--- src/rtl/mul_issue_queue.sv ---
// mul_issue_queue
//
// Credit-based issue wrapper around a fixed-latency, non-stallable DSP
// multiplier. Operand pairs arrive over a ready/valid request port. They are
// registered onto the multiplier inputs, and every product is captured into
// a result FIFO. Products are returned in order over a ready/valid response
// port.
//
// The multiplier cannot be stalled, so a request is admitted only while a
// FIFO slot is guaranteed for its result. The outstanding counter holds the
// requests accepted but not yet popped, and it never exceeds DEPTH.
//
// Parameters:
//   W       operand/product width (products truncated to W bits)
//   LATENCY multiplier latency, mul_valid_in -> mul_valid_out
//   DEPTH   result FIFO entries and credit limit (>= 2)
//
// Ports:
//   clock, reset          single clock, synchronous active-high reset
//   req_valid/req_ready   request handshake
//   req_in0/req_in1       request operands
//   mul_in0/mul_in1       registered operands to the multiplier
//   mul_valid_in          registered one-cycle issue strobe
//   mul_out/mul_valid_out product and result strobe from the multiplier
//   rsp_valid/rsp_ready   response handshake (FIFO head)
//   rsp_data              FIFO head product
//   latency_error         sticky latency-mismatch flag
//
// Optional feature:
//   MUL_ISSUE_LATENCY_CHECK_EN - when defined, a shadow shift register of
//   the issue strobe is compared with mul_valid_out every cycle. Any
//   mismatch sets latency_error until reset. When undefined,
//   latency_error is tied to 0.

module mul_issue_queue #(
  parameter int W       = 16,
  parameter int LATENCY = 2,
  parameter int DEPTH   = 8
) (
  input  logic         clock,
  input  logic         reset,
  input  logic         req_valid,
  output logic         req_ready,
  input  logic [W-1:0] req_in0,
  input  logic [W-1:0] req_in1,
  output logic [W-1:0] mul_in0,
  output logic [W-1:0] mul_in1,
  output logic         mul_valid_in,
  input  logic [W-1:0] mul_out,
  input  logic         mul_valid_out,
  output logic         rsp_valid,
  input  logic         rsp_ready,
  output logic [W-1:0] rsp_data,
  output logic         latency_error
);

  localparam int CNT_W = $clog2(DEPTH + 1);
  localparam int PTR_W = $clog2(DEPTH);
  localparam int INF_W = $clog2(LATENCY + 2);

  logic [CNT_W-1:0] outstanding;
  logic [CNT_W-1:0] fifo_count;
  logic [PTR_W-1:0] wr_ptr;
  logic [PTR_W-1:0] rd_ptr;
  logic [INF_W-1:0] inflight;
  logic [W-1:0]     mem [DEPTH];

  logic accept;
  logic pop;
  logic capture;
  logic fifo_full;
  logic fifo_write;

  // Handshakes. req_ready depends only on the credit counter, so there is
  // no combinational path from rsp_ready or req_valid to req_ready.
  assign req_ready = (outstanding < CNT_W'(DEPTH));
  assign accept    = req_valid & req_ready;
  assign rsp_valid = (fifo_count != '0);
  assign pop       = rsp_valid & rsp_ready;

  // A strobe with nothing in flight is a leftover from before reset. It is
  // dropped so that it never reaches the FIFO.
  assign capture    = mul_valid_out & (inflight != '0);
  assign fifo_full  = (fifo_count == CNT_W'(DEPTH));
  // Credits make a write into a full FIFO unreachable unless a pop frees
  // the slot in the same cycle. Such a write is ignored for safety.
  assign fifo_write = capture & (~fifo_full | pop);

  // The head is read from registered storage. A fresh write becomes
  // visible only in the following cycle, so there is no bypass.
  assign rsp_data = mem[rd_ptr];

  // Credit counter: accepted requests not yet popped. When a pop and an
  // accept happen in the same cycle, the count is unchanged.
  always_ff @(posedge clock) begin
    if (reset) begin
      outstanding <= '0;
    end else if (accept && !pop) begin
      outstanding <= outstanding + CNT_W'(1);
    end else if (!accept && pop) begin
      outstanding <= outstanding - CNT_W'(1);
    end
  end

  // Issue register. When no request is accepted, the operands are zeroed,
  // so the DSP never sees stale data with a low strobe.
  always_ff @(posedge clock) begin
    if (reset) begin
      mul_valid_in <= 1'b0;
      mul_in0      <= '0;
      mul_in1      <= '0;
    end else begin
      mul_valid_in <= accept;
      mul_in0      <= accept ? req_in0 : '0;
      mul_in1      <= accept ? req_in1 : '0;
    end
  end

  // Operations issued to the multiplier but not yet captured.
  always_ff @(posedge clock) begin
    if (reset) begin
      inflight <= '0;
    end else if (mul_valid_in && !capture) begin
      inflight <= inflight + INF_W'(1);
    end else if (!mul_valid_in && capture) begin
      inflight <= inflight - INF_W'(1);
    end
  end

  // Result FIFO: circular buffer. The pointers wrap modulo DEPTH, so
  // DEPTH does not need to be a power of two.
  always_ff @(posedge clock) begin
    if (reset) begin
      wr_ptr     <= '0;
      rd_ptr     <= '0;
      fifo_count <= '0;
      for (int i = 0; i < DEPTH; i++) begin
        mem[i] <= '0;
      end
    end else begin
      if (fifo_write) begin
        mem[wr_ptr] <= mul_out;
        wr_ptr      <= (wr_ptr == PTR_W'(DEPTH - 1)) ? '0 : wr_ptr + PTR_W'(1);
      end
      if (pop) begin
        rd_ptr <= (rd_ptr == PTR_W'(DEPTH - 1)) ? '0 : rd_ptr + PTR_W'(1);
      end
      if (fifo_write && !pop) begin
        fifo_count <= fifo_count + CNT_W'(1);
      end else if (!fifo_write && pop) begin
        fifo_count <= fifo_count - CNT_W'(1);
      end
    end
  end

`ifdef MUL_ISSUE_LATENCY_CHECK_EN
  localparam int MSK_W = $clog2(LATENCY + 1);

  logic [LATENCY-1:0] shadow;
  logic [MSK_W-1:0]   mask_cnt;
  logic               lat_err;

  // The top bit of the shadow register predicts mul_valid_out for the
  // current cycle. For LATENCY cycles after reset the compare is masked,
  // because the DSP may still emit results issued before reset.
  always_ff @(posedge clock) begin
    if (reset) begin
      shadow   <= '0;
      mask_cnt <= '0;
      lat_err  <= 1'b0;
    end else begin
      shadow <= (shadow << 1) | LATENCY'(mul_valid_in);
      if (mask_cnt != MSK_W'(LATENCY)) begin
        mask_cnt <= mask_cnt + MSK_W'(1);
      end
      if ((mask_cnt == MSK_W'(LATENCY)) && (shadow[LATENCY-1] != mul_valid_out)) begin
        lat_err <= 1'b1;
      end
    end
  end

  assign latency_error = lat_err;
`else
  assign latency_error = 1'b0;
`endif

endmodule

--- config.mk ---
export PLATFORM = sky130hd
export DESIGN_NAME = mul_issue_queue
export DESIGN_NICKNAME = d
export VERILOG_FILES = /design/src/rtl/mul_issue_queue.sv
export SDC_FILE = /design/constraint.sdc
export NUM_CORES = 1
export LEC_CHECK = 0
export CORE_UTILIZATION = 49
export DETAILED_ROUTE_END_ITERATION = 16
export GPL_TIMING_DRIVEN = 0
export PLACE_DENSITY = 0.75
export SYNTH_ARGS = -nofsm -noshare
export SYNTH_HDL_FRONTEND = slang
export SYNTH_SLANG_ARGS = --single-unit
--- constraint.sdc ---
create_clock -name clock -period 2.6 [get_ports clock]
set_clock_uncertainty 0.1 [all_clocks]
set_input_delay 0.52 -clock clock [delete_from_list [all_inputs] [get_ports clock]]
set_output_delay 0.52 -clock clock [all_outputs]
set_load 0.05 [all_outputs]
**Signal wires on met1**

Scale: 4 px per um. Supply wires on this layer in gray. Cells faint in the background.
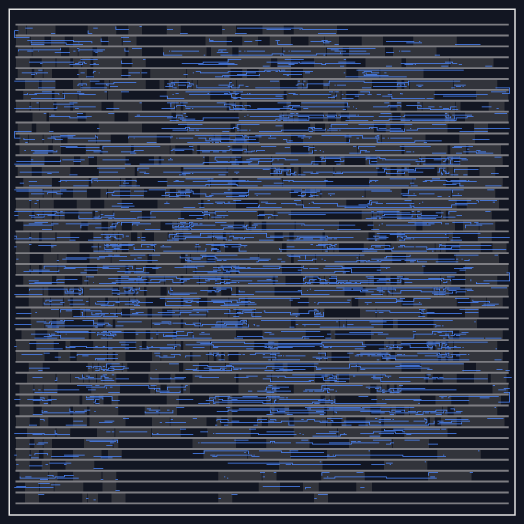
wire length on this layer	7260 um
longest straight run	47.8 um
share of all routed wire	39%
nets with wire on the layer	698
routed wire length: 18500 um
met1 global-route usage: 0.304
vias: 4904

**Met2 routing**

Scale: 4 px per um.
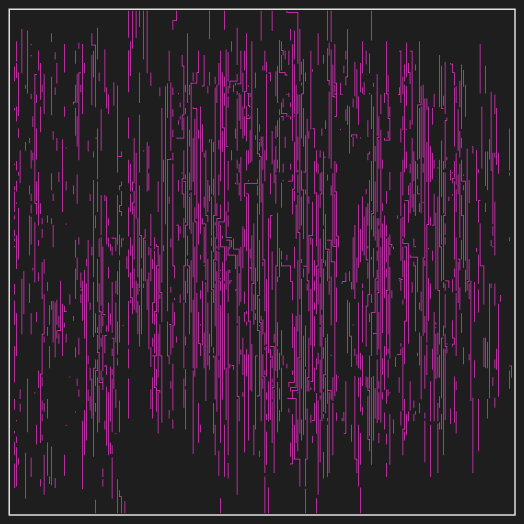
nets with wire on the layer	674
longest straight run	43.9 um
main direction	vertical
wire length on this layer	9290 um

==> impl_metrics.toml <==
# generated from flow reports
[clock_network]
root_buffer = "clkbuf_16"
post_cts_buffers = 4
cts_sinks = 180
cts-resized-gates = 148
clkLatencyLatePin_ns = 0.43
clockBufferDepth = 2
htreeDepth = 4
cts_tree = "built"
clk_pin_slew_ns = 0.07
ctsHoldBuffers = 0

[floorplanning]
fp.dieH_um = 126
rows = 44
die-width_um = 126
dieArea_um2 = 15900
io_pins = 105
initial_utilization = 0.511

[critical_path]
worstPathArrival_ns = 2.06
cp_common_cell = "buf_12"
cp.required_ns = 1.98
crit_buf_inv = 3
cp-start-kind = "flop"
endpoint = "rsp_data[15]"
crit_path_max_incr_delay_ns = 0.53
cp_top_family = "multiplexers"
reg2reg_to = "outstanding[3]$_SDFFE_PP0P_"
r2r_start = "fifo_count[3]$_SDFFE_PP0P_"
endpoint_kind = "primary output"
reg2regPathDepth = 9
worstPathCellList = "buf_12 -> buf_12 -> mux4_2 -> mux2_4 -> buf_6"
reg2reg_setup_slack_ns = 0.10

[cells_and_area]
seq_area_um2 = 4890
finalNonFillerCells = 885
layout.nets = 754
fillers = 1075
layout-drive-gt1-share = 0.233
layout_top_cells = "nor2_1, edfxtp_1, clkdlybuf4s50_1"
finish.utilization = 0.662
mi_logic_area_um2 = 2530
final_common_cell = "nor2_1"

[timing]
setup_viol_count_final = 16
rsz0062_at_grt = "yes"
maxSlewHeadroom = 0.551
fin_crit_sh = 1.03
hold_violations = 0
setup_tns_ns = -0.612
fmax_mhz = 373
worst_hold_slack_ns = 0.402
setup_slack_ns = -0.0800
slew_viol_final = 0

[power_and_ir_drop]
cellLeakagePower_nw = 3.57
p_total_mw = 9.08
pwr_density_cell_nw_per_um2 = 929
ir_worst_vdd_uv = 506

[placed_design]
dp_cells = 844
dpl_cell_area_um2 = 8960
post-dp-hpwl_um = 12200
io_buffers = 103
gp_congestion = 0.768
pre_cts_slack_ns = -0.752

[grt]
antenna_found_initial = 0
grt_pass1_vias = 4990
globalRoute.totalOverflow = 0
grt_pass1_wl_um = 28000

[flow_run]
warnings = 29
cap_violations = 0

[logic_synthesis]
edf_count = 128
synth_warnings = 0
top_cell = "nor2_1"
yosysUniqueCellTypes = 36
ys_cells = 549
synth-seq-cells = 180
postSynthAreaPerCell_um2 = 13.7
ys.flop_type = "edfxtp_1"
synth_async_sr_flop_share = 0
ys_chip_area_um2 = 7540
ys_seq_frac = 0.648
synth_cells = 549
top_cell_area_share = 0.510
netlist_area_um2 = 7540
top_area_cell = "edfxtp_1"

[status]
violations = "negative setup slack"
outcome = "finished with violations"

[routing]
drc = 0
wl_per_cell_um = 20.8
ant_nets = 0
firstDrtPassIters = 5
vias_per_cell = 5.54
**Met3 routing**

Scale: 4 px per um. Cells faint in the background.
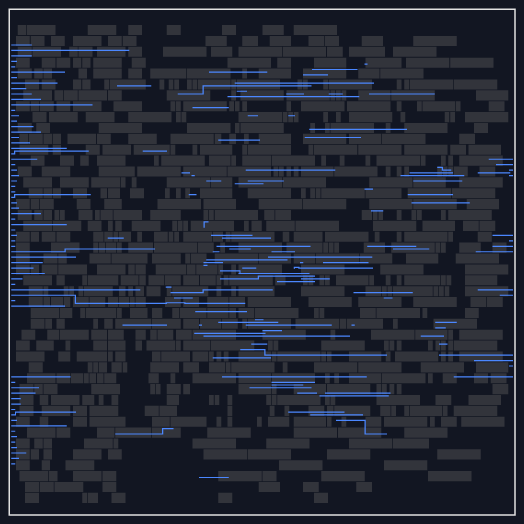
main direction	horizontal
wire length on this layer	1560 um

**Signal wires on met4**

Scale: 3 px per um. Supply wires on this layer in gray. Cells faint in the background.
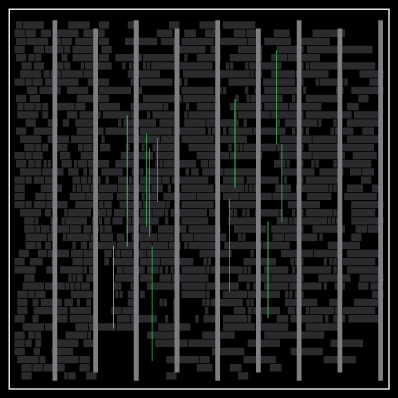
longest straight run	43.5 um
nets with wire on the layer	7
share of all routed wire	1.8%

[cell families after synthesis]
family / after synthesis / synth area share
other: 1 / 0.000497
AND/OR/NAND/NOR: 233 / 0.139
flip-flops: 180 / 0.648
AND-OR/OR-AND: 24 / 0.0222
buffers and inverters: 38 / 0.0325
XOR/XNOR: 6 / 0.00697
adder cells (fa/ha/maj): 13 / 0.0236
multiplexers: 54 / 0.128
[where the power goes]
part           internal [mW]  leakage, nW  total [mW]  switching, mW
sequential              3.35         1.75        3.49          0.141
clock                   1.40        0.262        2.44           1.04
combinational           1.41         1.55        3.16           1.75
[metal layers]
metal	track usage	wire (um)
met5	0	0
met4	0.0886	338
met3	0.0620	1560
met2	0.404	9290
met1	0.304	7260
[worst min path at each step]
stage,end,from,cells after the start
detailed placement,rd_ptr[2]$_SDFFE_PP0N_,rd_ptr[2]$_SDFFE_PP0N_,2
finish,flop,rd_ptr[2]$_SDFFE_PP0N_,2
global placement,outstanding[2]$_SDFFE_PP0P_,outstanding[2]$_SDFFE_PP0P_,2
floorplan,flop,rd_ptr[1]$_SDFFE_PP0N_,2
global route,inflight[1]$_SDFFE_PP0P_,inflight[1]$_SDFFE_PP0P_,2
CTS,flop,rd_ptr[2]$_SDFFE_PP0N_,2
[worst min-delay path: stages (launching register included)]
cell	delay (ns)
dfxtp_1	0.32
nand2_1	0.05
a21oi_1	0.08
[area by class of cell]
class,count,share of cell area
well taps,184,0.0236
plain buffers,32,0.0285
clock buffers,21,0.0451
multi-input cells,331,0.259
repair buffers,121,0.131
flip-flops and latches,180,0.500
clock inverters,11,0.0114
inverters,5,0.00192
[state kept, by name, indices dropped and copies added, names as in the netlist, named ones only]
signal        count
fifo_count        4
mul_in0          16
outstanding       4
mul_valid_in      1
mul_in1          16
mem             128
inflight          2
wr_ptr            3
rd_ptr            3
No activity file was given, so power comes from the tool's default toggle rates.
